## src/rtl/std_fp_div_pipe_32_32_0_1_if.sv

```systemverilog
// Handshake/data bundle for the fixed-point divider.
//   go, left, right                     : controller -> divider (master drives)
//   out_quotient, out_remainder, done   : divider -> controller (slave drives)
interface std_fp_div_pipe_32_32_0_1_if #(
    parameter int WIDTH = 32
);
    logic             go;
    logic [WIDTH-1:0] left;
    logic [WIDTH-1:0] right;
    logic [WIDTH-1:0] out_quotient;
    logic [WIDTH-1:0] out_remainder;
    logic             done;

    modport master (
        output go, left, right,
        input  out_quotient, out_remainder, done
    );

    modport slave (
        input  go, left, right,
        output out_quotient, out_remainder, done
    );
endinterface

```

## src/rtl/std_fp_div_pipe_32_32_0_1.sv

```systemverilog
// Multi-cycle fixed-point divider (radix-2 restoring, WIDTH+FRAC_WIDTH iterations).
// Ports:
//   clk    : rising-edge clock
//   reset  : asynchronous, active-low; clears FSM and outputs
//   bus    : slave side of std_fp_div_pipe_32_32_0_1_if
//            go (hold until done), left (dividend), right (divisor),
//            out_quotient, out_remainder, done (one-cycle pulse)
// Optional macro STD_FP_DIV_ZERO_EARLY_EN: a zero divisor skips the iterations
// and finishes 2 edges after accept instead of WIDTH+FRAC_WIDTH+2.
module std_fp_div_pipe_32_32_0_1 #(
    parameter int WIDTH      = 32,
    parameter int INT_WIDTH  = 32,
    parameter int FRAC_WIDTH = 0,
    parameter int SIGNED     = 1
) (
    input logic clk,
    input logic reset,
    std_fp_div_pipe_32_32_0_1_if.slave bus
);
    localparam int N  = WIDTH + FRAC_WIDTH;
    // Quotient result width; INT_WIDTH + FRAC_WIDTH equals WIDTH.
    localparam int QW = INT_WIDTH + FRAC_WIDTH;
    localparam int CW = $clog2(N + 1);

    typedef enum logic [1:0] {IDLE, BUSY, FIX, DONE} state_t;

    state_t           state;
    logic [CW-1:0]    cnt;
    logic [WIDTH-1:0] rem;        // partial remainder, always < |divisor|
    logic [N-1:0]     quo;        // dividend bits shifting out, quotient bits shifting in
    logic [WIDTH-1:0] dvs;        // |divisor|
    logic [WIDTH-1:0] orig_left;  // dividend as given, for the divide-by-zero remainder
    logic             sign_l;
    logic             sign_r;
    logic             div_zero;
    logic [WIDTH-1:0] q_out;
    logic [WIDTH-1:0] r_out;
    logic             done_r;

    // Operand magnitudes. A WIDTH-bit unsigned holds |MIN| exactly.
    logic             l_neg, r_neg;
    logic [WIDTH-1:0] l_mag, r_mag;
    always_comb begin
        l_neg = (SIGNED != 0) && bus.left[WIDTH-1];
        r_neg = (SIGNED != 0) && bus.right[WIDTH-1];
        l_mag = l_neg ? -bus.left  : bus.left;
        r_mag = r_neg ? -bus.right : bus.right;
    end

    // One restoring step. rem < dvs keeps the shifted value inside WIDTH+1 bits,
    // so the borrow out of the subtraction is the "less than" flag.
    logic [WIDTH:0] rem_sh, diff;
    logic           ge;
    always_comb begin
        rem_sh = {rem, quo[N-1]};
        diff   = rem_sh - {1'b0, dvs};
        ge     = ~diff[WIDTH];
    end

    // Sign fix-up; the remainder follows the dividend's sign.
    logic [WIDTH-1:0] q_mag, q_res, r_res;
    always_comb begin
        q_mag = quo[QW-1:0];
        if (div_zero) begin
            q_res = '1;
            r_res = orig_left;
        end else begin
            q_res = (sign_l ^ sign_r) ? -q_mag : q_mag;
            r_res = sign_l ? -rem : rem;
        end
    end

    always_ff @(posedge clk or negedge reset) begin
        if (!reset) begin
            state     <= IDLE;
            cnt       <= '0;
            rem       <= '0;
            quo       <= '0;
            dvs       <= '0;
            orig_left <= '0;
            sign_l    <= 1'b0;
            sign_r    <= 1'b0;
            div_zero  <= 1'b0;
            q_out     <= '0;
            r_out     <= '0;
            done_r    <= 1'b0;
        end else begin
            done_r <= 1'b0;
            case (state)
                IDLE: begin
                    if (bus.go) begin
                        quo       <= N'(l_mag) << FRAC_WIDTH;
                        rem       <= '0;
                        dvs       <= r_mag;
                        orig_left <= bus.left;
                        sign_l    <= l_neg;
                        sign_r    <= r_neg;
                        div_zero  <= (bus.right == '0);
`ifdef STD_FP_DIV_ZERO_EARLY_EN
                        // Zero iterations: BUSY sees cnt==0 on its first edge and
                        // hands straight to FIX, so done lands 2 edges after accept.
                        cnt       <= (bus.right == '0) ? '0 : CW'(N);
`else
                        cnt       <= CW'(N);
`endif
                        state     <= BUSY;
                    end
                end
                BUSY: begin
                    if (!bus.go) begin
                        state <= IDLE;
                    end else if (cnt == '0) begin
                        state <= FIX;
                    end else begin
                        rem <= ge ? diff[WIDTH-1:0] : rem_sh[WIDTH-1:0];
                        quo <= {quo[N-2:0], ge};
                        cnt <= cnt - CW'(1);
                    end
                end
                FIX: begin
                    if (!bus.go) begin
                        state <= IDLE;
                    end else begin
                        q_out  <= q_res;
                        r_out  <= r_res;
                        done_r <= 1'b1;
                        state  <= DONE;
                    end
                end
                DONE: state <= IDLE;
                default: state <= IDLE;
            endcase
        end
    end

    assign bus.out_quotient  = q_out;
    assign bus.out_remainder = r_out;
    assign bus.done          = done_r;
endmodule

```

## src/flat_wrapper.sv

```systemverilog
// flat-port wrapper written by rule: the top's interface ports become plain ports
module std_fp_div_pipe_32_32_0_1_flat 
#(
    parameter int WIDTH      = 32,
    parameter int INT_WIDTH  = 32,
    parameter int FRAC_WIDTH = 0,
    parameter int SIGNED     = 1
)
  (clk, reset, bus_go, bus_left, bus_right, bus_out_quotient, bus_out_remainder, bus_done);
  std_fp_div_pipe_32_32_0_1_if #(.WIDTH(WIDTH)) bus_i ();
  input logic clk;
  input logic reset;
  input wire logic [$bits(bus_i.go)-1:0] bus_go;
  input wire logic [$bits(bus_i.left)-1:0] bus_left;
  input wire logic [$bits(bus_i.right)-1:0] bus_right;
  output wire logic [$bits(bus_i.out_quotient)-1:0] bus_out_quotient;
  output wire logic [$bits(bus_i.out_remainder)-1:0] bus_out_remainder;
  output wire logic [$bits(bus_i.done)-1:0] bus_done;
  assign bus_i.go = bus_go;
  assign bus_i.left = bus_left;
  assign bus_i.right = bus_right;
  assign bus_out_quotient = bus_i.out_quotient;
  assign bus_out_remainder = bus_i.out_remainder;
  assign bus_done = bus_i.done;
  std_fp_div_pipe_32_32_0_1 #(.WIDTH(WIDTH), .INT_WIDTH(INT_WIDTH), .FRAC_WIDTH(FRAC_WIDTH), .SIGNED(SIGNED)) u_core (.clk(clk), .reset(reset), .bus(bus_i));
endmodule
```

## config.mk

```make
export PLATFORM = sky130hd
export DESIGN_NAME = std_fp_div_pipe_32_32_0_1_flat
export DESIGN_NICKNAME = d
export VERILOG_FILES = /design/src/rtl/std_fp_div_pipe_32_32_0_1_if.sv /design/src/rtl/std_fp_div_pipe_32_32_0_1.sv /design/src/flat_wrapper.sv
export SDC_FILE = /design/constraint.sdc
export NUM_CORES = 1
export LEC_CHECK = 0
export ABC_AREA = 1
export CAP_MARGIN = 5
export CORE_MARGIN = 2
export CORE_UTILIZATION = 59
export DETAILED_ROUTE_END_ITERATION = 12
export PLACE_DENSITY = 0.81
export SETUP_SLACK_MARGIN = 0.1
export SLEW_MARGIN = 20
export SYNTH_ARGS = -nofsm -noshare
export SYNTH_HDL_FRONTEND = slang
export SYNTH_SLANG_ARGS = --single-unit
```

## constraint.sdc

```tcl
create_clock -name clk -period 3.1 [get_ports clk]
set_input_delay 0.62 -clock clk [delete_from_list [all_inputs] [get_ports clk]]
set_output_delay 0.62 -clock clk [all_outputs]
set_load 0.1 [all_outputs]
```

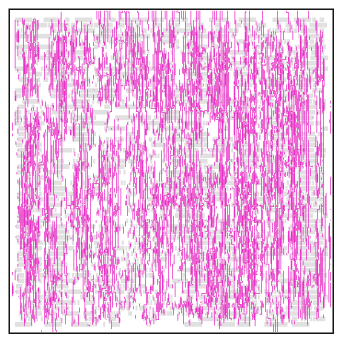
(signal wires on met2)
Drawn at 2 px/micron. Cells faint in the background.
nets with wire on the layer	1934
wire length on this layer	20.1 mm
main direction	vertical
longest straight run	64.6 microns
total wire length: 45800 microns
routed vias: 15012
met2 Use GR: 0.565

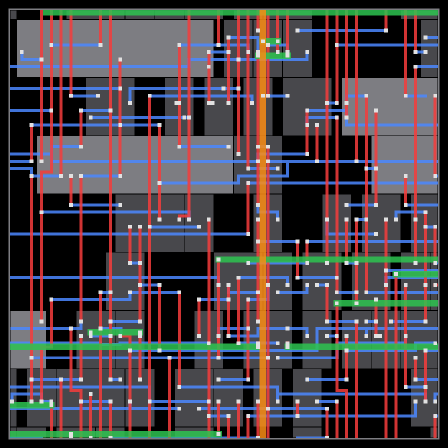
(a small window of the routed layout)
Region (111, 111) to (131, 131) microns. Cells in grey, sequential cells in the stronger grey; small squares are vias.
colour	layer
red	M2
orange	M4
blue	M1
green	M3
most frequent	nand2_1 (11), nor2_1 (7)
sequential cells in the window	2
netlist names of flops here include	u_core.q_mag (2)
cells with their middle in the window	39

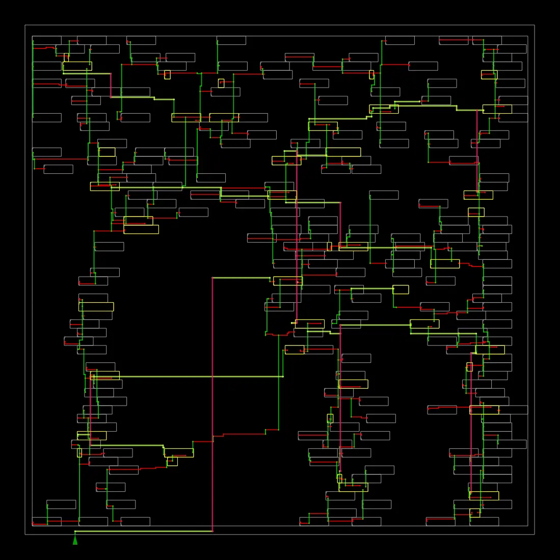
(clock nets)
P_clk: 2.93 mW
seq_cells: 203
clock buffers: 33
TritonCTS Sinks: 203
Latency at later pin: 0.54 ns

==> qor.txt <==
Max FO, Critical Path: 17
setup ws final: 0.469 ns
Seq pwr share: 0.252
Synth cell types: 52
Log Warnings: 30
WP depth: 17
yosys xor share: 0.0330
PostCTS Resize Cnt: 0
Power Density: 988 nW/um^2
initial antenna violation count: 2
RSZ-0062 raised after global routing: false
1st-pass router iterations: 6
part of the Yosys area used for sequential elements: 0.348
combinational power: 9.57 mW
cell type with the largest total area: dfrtp_1
Tap Cells: 324
clk buf depth: 3
Worst Hold Margin: 0.0332 ns
Int Pwr: 8.08 mW
status: finished, final reports clean
clock-pin slew on the worst setup and hold paths: 0.06 ns
setup_tns: 0 ns
Final GP Congestion: 1.01
Seq group: 4.20 mW
reg-to-reg slack, setup: 0.47 ns
sequential cell area share: 0.301
GR Util met3: 0.0493
Core Util at FP: 0.600
Worst-Margin Slew: 0.728 ns
Final setup viols: 0
r2r startpoint: u_core.q_mag[31]
Power Total: 16.7 mW
min cycle time layout: 2.63 ns
GR Overflow Total: 0
==> synthesized netlist by cell type, types with 3 or more instances <==
cell / instances
a21oi_1: 93
a31oi_1: 4
and3_1: 3
buf_1: 9
buf_2: 15
buf_4: 3
clkbuf_1: 44
clkinv_1: 3
dfrtp_1: 203
ha_1: 38
inv_1: 303
inv_2: 7
nand2_1: 679
nand2_2: 30
nand2_4: 5
nand3_1: 177
nand3_2: 10
nand3b_1: 25
nand4_1: 23
nor2_1: 193
nor2_2: 6
nor3_1: 27
nor4_1: 7
o211ai_1: 10
o21a_1: 4
o21ai_0: 126
o21ai_1: 6
o21bai_1: 8
o221ai_1: 14
o22a_1: 7
o22ai_1: 25
o31ai_1: 3
o32ai_1: 3
or2_2: 11
xnor2_1: 13
xor2_1: 42
No activity file was given, so power comes from the tool's default toggle rates.
